--- config.mk ---
export PLATFORM = sky130hd
export DESIGN_NAME = pwm_wave_gen
export DESIGN_NICKNAME = d
export VERILOG_FILES = /design/src/rtl/pwm_wave_gen.sv
export SDC_FILE = /design/constraint.sdc
export NUM_CORES = 1
export LEC_CHECK = 0
export CAP_MARGIN = 15
export CORE_MARGIN = 5
export CORE_UTILIZATION = 28
export DETAILED_ROUTE_END_ITERATION = 12
export RECOVER_POWER = 100
export SYNTH_ARGS = -nofsm -noshare
export SYNTH_HDL_FRONTEND = slang
export SYNTH_SLANG_ARGS = --single-unit
export TNS_END_PERCENT = 30
--- constraint.sdc ---
create_clock -name clk -period 22.1 [get_ports clk]
set_input_delay 4.42 -clock clk [delete_from_list [all_inputs] [get_ports clk]]
set_output_delay 4.42 -clock clk [all_outputs]
set_load 0.005 [all_outputs]
--- src/rtl/pwm_wave_gen.sv ---
// Single-channel waveform generator: square, PWM and counted-burst output,
// with period/duty/mode shadowed at every period boundary.
module pwm_wave_gen #(
    parameter int CNT_W   = 16,
    parameter int BURST_W = 8
) (
    input  logic               clk,
    input  logic               reset,
    input  logic               enable,
    input  logic [1:0]         mode,
    input  logic [CNT_W-1:0]   period,
    input  logic [CNT_W-1:0]   duty,
    input  logic [BURST_W-1:0] burst_len,
    input  logic               start,
    output logic               wave,
    output logic               period_tick,
    output logic               busy,
    output logic               cfg_err
);

    typedef enum logic [1:0] {IDLE, RUN, BURST} state_t;

    localparam logic [1:0] M_OFF    = 2'd0;
    localparam logic [1:0] M_SQUARE = 2'd1;
    localparam logic [1:0] M_PWM    = 2'd2;
    localparam logic [1:0] M_BURST  = 2'd3;

    localparam logic [CNT_W-1:0]   ONE  = CNT_W'(1);
    localparam logic [CNT_W-1:0]   TWO  = CNT_W'(2);
    localparam logic [BURST_W-1:0] BONE = BURST_W'(1);

    state_t             state, stateNext;
    logic [CNT_W-1:0]   cnt, cntNext;
    logic [CNT_W-1:0]   pReg, pNext;
    logic [CNT_W-1:0]   dReg, dNext;
    logic [CNT_W-1:0]   hNext;
    logic [1:0]         modeQ, modeNext;
    logic [BURST_W-1:0] bcnt, bcntNext;
    logic               load;
    logic               boundary;
    logic               cfgErrNext;

    // Next-state, shadow-load and high-time computation
    always_comb begin
        stateNext  = state;
        cntNext    = cnt;
        bcntNext   = bcnt;
        load       = 1'b0;
        cfgErrNext = 1'b0;
        boundary   = (cnt == pReg - ONE);

        if (!enable) begin
            stateNext = IDLE;
            cntNext   = '0;
            bcntNext  = '0;
        end else begin
            case (state)
                IDLE: begin
                    if (mode == M_SQUARE || mode == M_PWM) begin
                        stateNext = RUN;
                        load      = 1'b1;
                    end else if (mode == M_BURST && start) begin
                        if (burst_len != '0) begin
                            stateNext = BURST;
                            load      = 1'b1;
                            bcntNext  = burst_len;
                        end else begin
                            cfgErrNext = 1'b1;
                        end
                    end
                end
                RUN: begin
                    if (boundary) begin
                        if (mode == M_OFF || mode == M_BURST) begin
                            stateNext = IDLE;
                            cntNext   = '0;
                        end else begin
                            load = 1'b1;
                        end
                    end else begin
                        cntNext = cnt + ONE;
                    end
                end
                BURST: begin
                    if (boundary) begin
                        if (bcnt == BONE) begin
                            stateNext = IDLE;
                            cntNext   = '0;
                            bcntNext  = '0;
                        end else begin
                            bcntNext = bcnt - BONE;
                            load     = 1'b1;
                        end
                    end else begin
                        cntNext = cnt + ONE;
                    end
                end
                default: begin
                    stateNext = IDLE;
                    cntNext   = '0;
                end
            endcase
        end

        if (load) begin
            cntNext    = '0;
            cfgErrNext = (period < TWO);
        end

        pNext    = load ? ((period < TWO) ? TWO : period) : pReg;
        dNext    = load ? duty : dReg;
        modeNext = load ? mode : modeQ;

        // Square uses half the period; PWM and burst clamp duty to the period
        if (stateNext == RUN && modeNext == M_SQUARE) begin
            hNext = pNext >> 1;
        end else if (dNext > pNext) begin
            hNext = pNext;
        end else begin
            hNext = dNext;
        end
    end

    // Outputs are registered from next-state values so they line up with cnt
    always_ff @(posedge clk) begin
        if (reset) begin
            state       <= IDLE;
            cnt         <= '0;
            pReg        <= '0;
            dReg        <= '0;
            modeQ       <= M_OFF;
            bcnt        <= '0;
            wave        <= 1'b0;
            period_tick <= 1'b0;
            busy        <= 1'b0;
            cfg_err     <= 1'b0;
        end else begin
            state       <= stateNext;
            cnt         <= cntNext;
            pReg        <= pNext;
            dReg        <= dNext;
            modeQ       <= modeNext;
            bcnt        <= bcntNext;
            wave        <= (stateNext != IDLE) && (cntNext < hNext);
            period_tick <= (stateNext != IDLE) && (cntNext == pNext - ONE);
            busy        <= (stateNext != IDLE);
            cfg_err     <= cfgErrNext;
        end
    end

endmodule

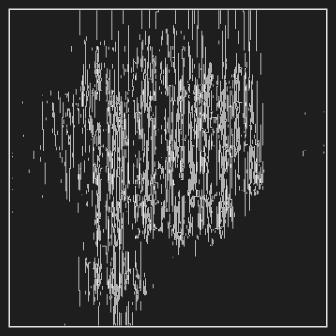
m2.png
The layer carries 7980 um of wire. The wires run mostly vertical.
met2 usage in global routing: 0.231
Routed WL: 17800 um
Via Count: 5526

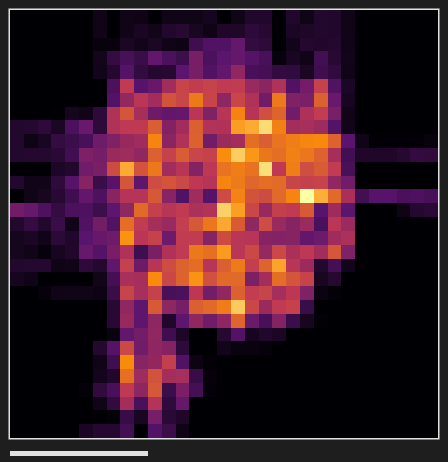
route_heat.png
The bar under the picture is 50 um long. 31 x 31 tiles, from black (low) to pale yellow (high), scaled to the fullest tile. Values are wire area over tile area, all layers added.
The densest ninth of the die: center. The fullest tile reaches 0.60. 16% of the tiles are over half the peak. The mean over all tiles is 0.12.
routed len/inst: 16.9 um
total track usage: 0.147

==> run summary <==
run results: max_cap viols=2, comb_multi_in=598, Setup crit end=wave, Net Sw Frac=0.334, ys flops=64, Inserted Clock Buffers=9, status=finished with violations, Ports=50, Syn Inst Count=745, violated checks=capacitance limit, slew limit, Top Registers=cnt (16), dReg (16), pReg (16), CTS Sinks=64, grt total ovfl=0, final max-slew violation count=70, Layout clock area frac=0.0495, Final Net Count=858, Final Non-Filler Cells=1052, initial antenna violation count=0, Clk pwr share=0.380, die area=24000 sq um, post-layout period usage=0.617
==> routing by layer <==
metal,share of wire,vias up
met5,0,-
met4,0.025,0
met3,0.056,25
met2,0.45,174
met1,0.47,2625
li1,-,2702
==> Yosys cell counts, drive strengths merged, types with 5 or more instances <==
cell type  number  area (sq um)
nor2          100           375
dfxtp          64          1280
mux2i          52           528
nand2          50           188
o21ai          45           229
inv            42           158
xnor2          42           368
ha             40           500
a21oi          33           188
clkbuf         21          78.8
xor2           21           184
nand3          20           100
nor3           19           118
buf            18           144
nor4           14           124
nor2b          12          75.1
a211oi         10          80.1
nand2b         10          62.6
or4            10          78.8
and3            8          50.1
nand4           8          62.6
o211ai          8          60.1
a21o            7          52.6
and2            7          43.8
or3             7          48.8
a22oi           6          45.0
a31oi           5          61.3
o21a            5          37.5
==> tightest hold or removal path, delay by kind of cell (launching register included) <==
family	cells	cell delay, ps
flip-flops	1	300
AND/OR/NAND/NOR	1	90
multiplexers	1	80
==> how the worst min path moves through the flow <==
stage	slack (ps)	startpoint	end	cells past startpoint
after floorplan	450	modeQ[0]	modeQ[0]	2
after CTS	510	modeQ[0]	modeQ[0]	2
after global routing	540	bcnt[6]	bcnt[6]	2
after detailed placement	500	modeQ[0]	modeQ[0]	2
final	510	dReg[15]	dReg[15]	2
after global placement	480	modeQ[0]	modeQ[0]	2
==> cell usage in the layout, fill, tap and decap left out, types with 7 or more instances in the layout <==
cell type,n
nand2_1,50
o21ai_0,42
clkbuf_16,9
nand2b_1,10
a21o_1,7
clkdlybuf4s50_1,42
ha_1,40
mux2i_1,52
or4_1,9
nor2_1,100
nor3_1,16
a211oi_1,10
nor2b_1,12
a21oi_1,30
and3_1,8
nand3_1,20
xnor2_1,42
dfxtp_1,64
nor4_1,11
o211ai_1,8
inv_1,42
xor2_1,21
Power and IR drop assume default switching activity.
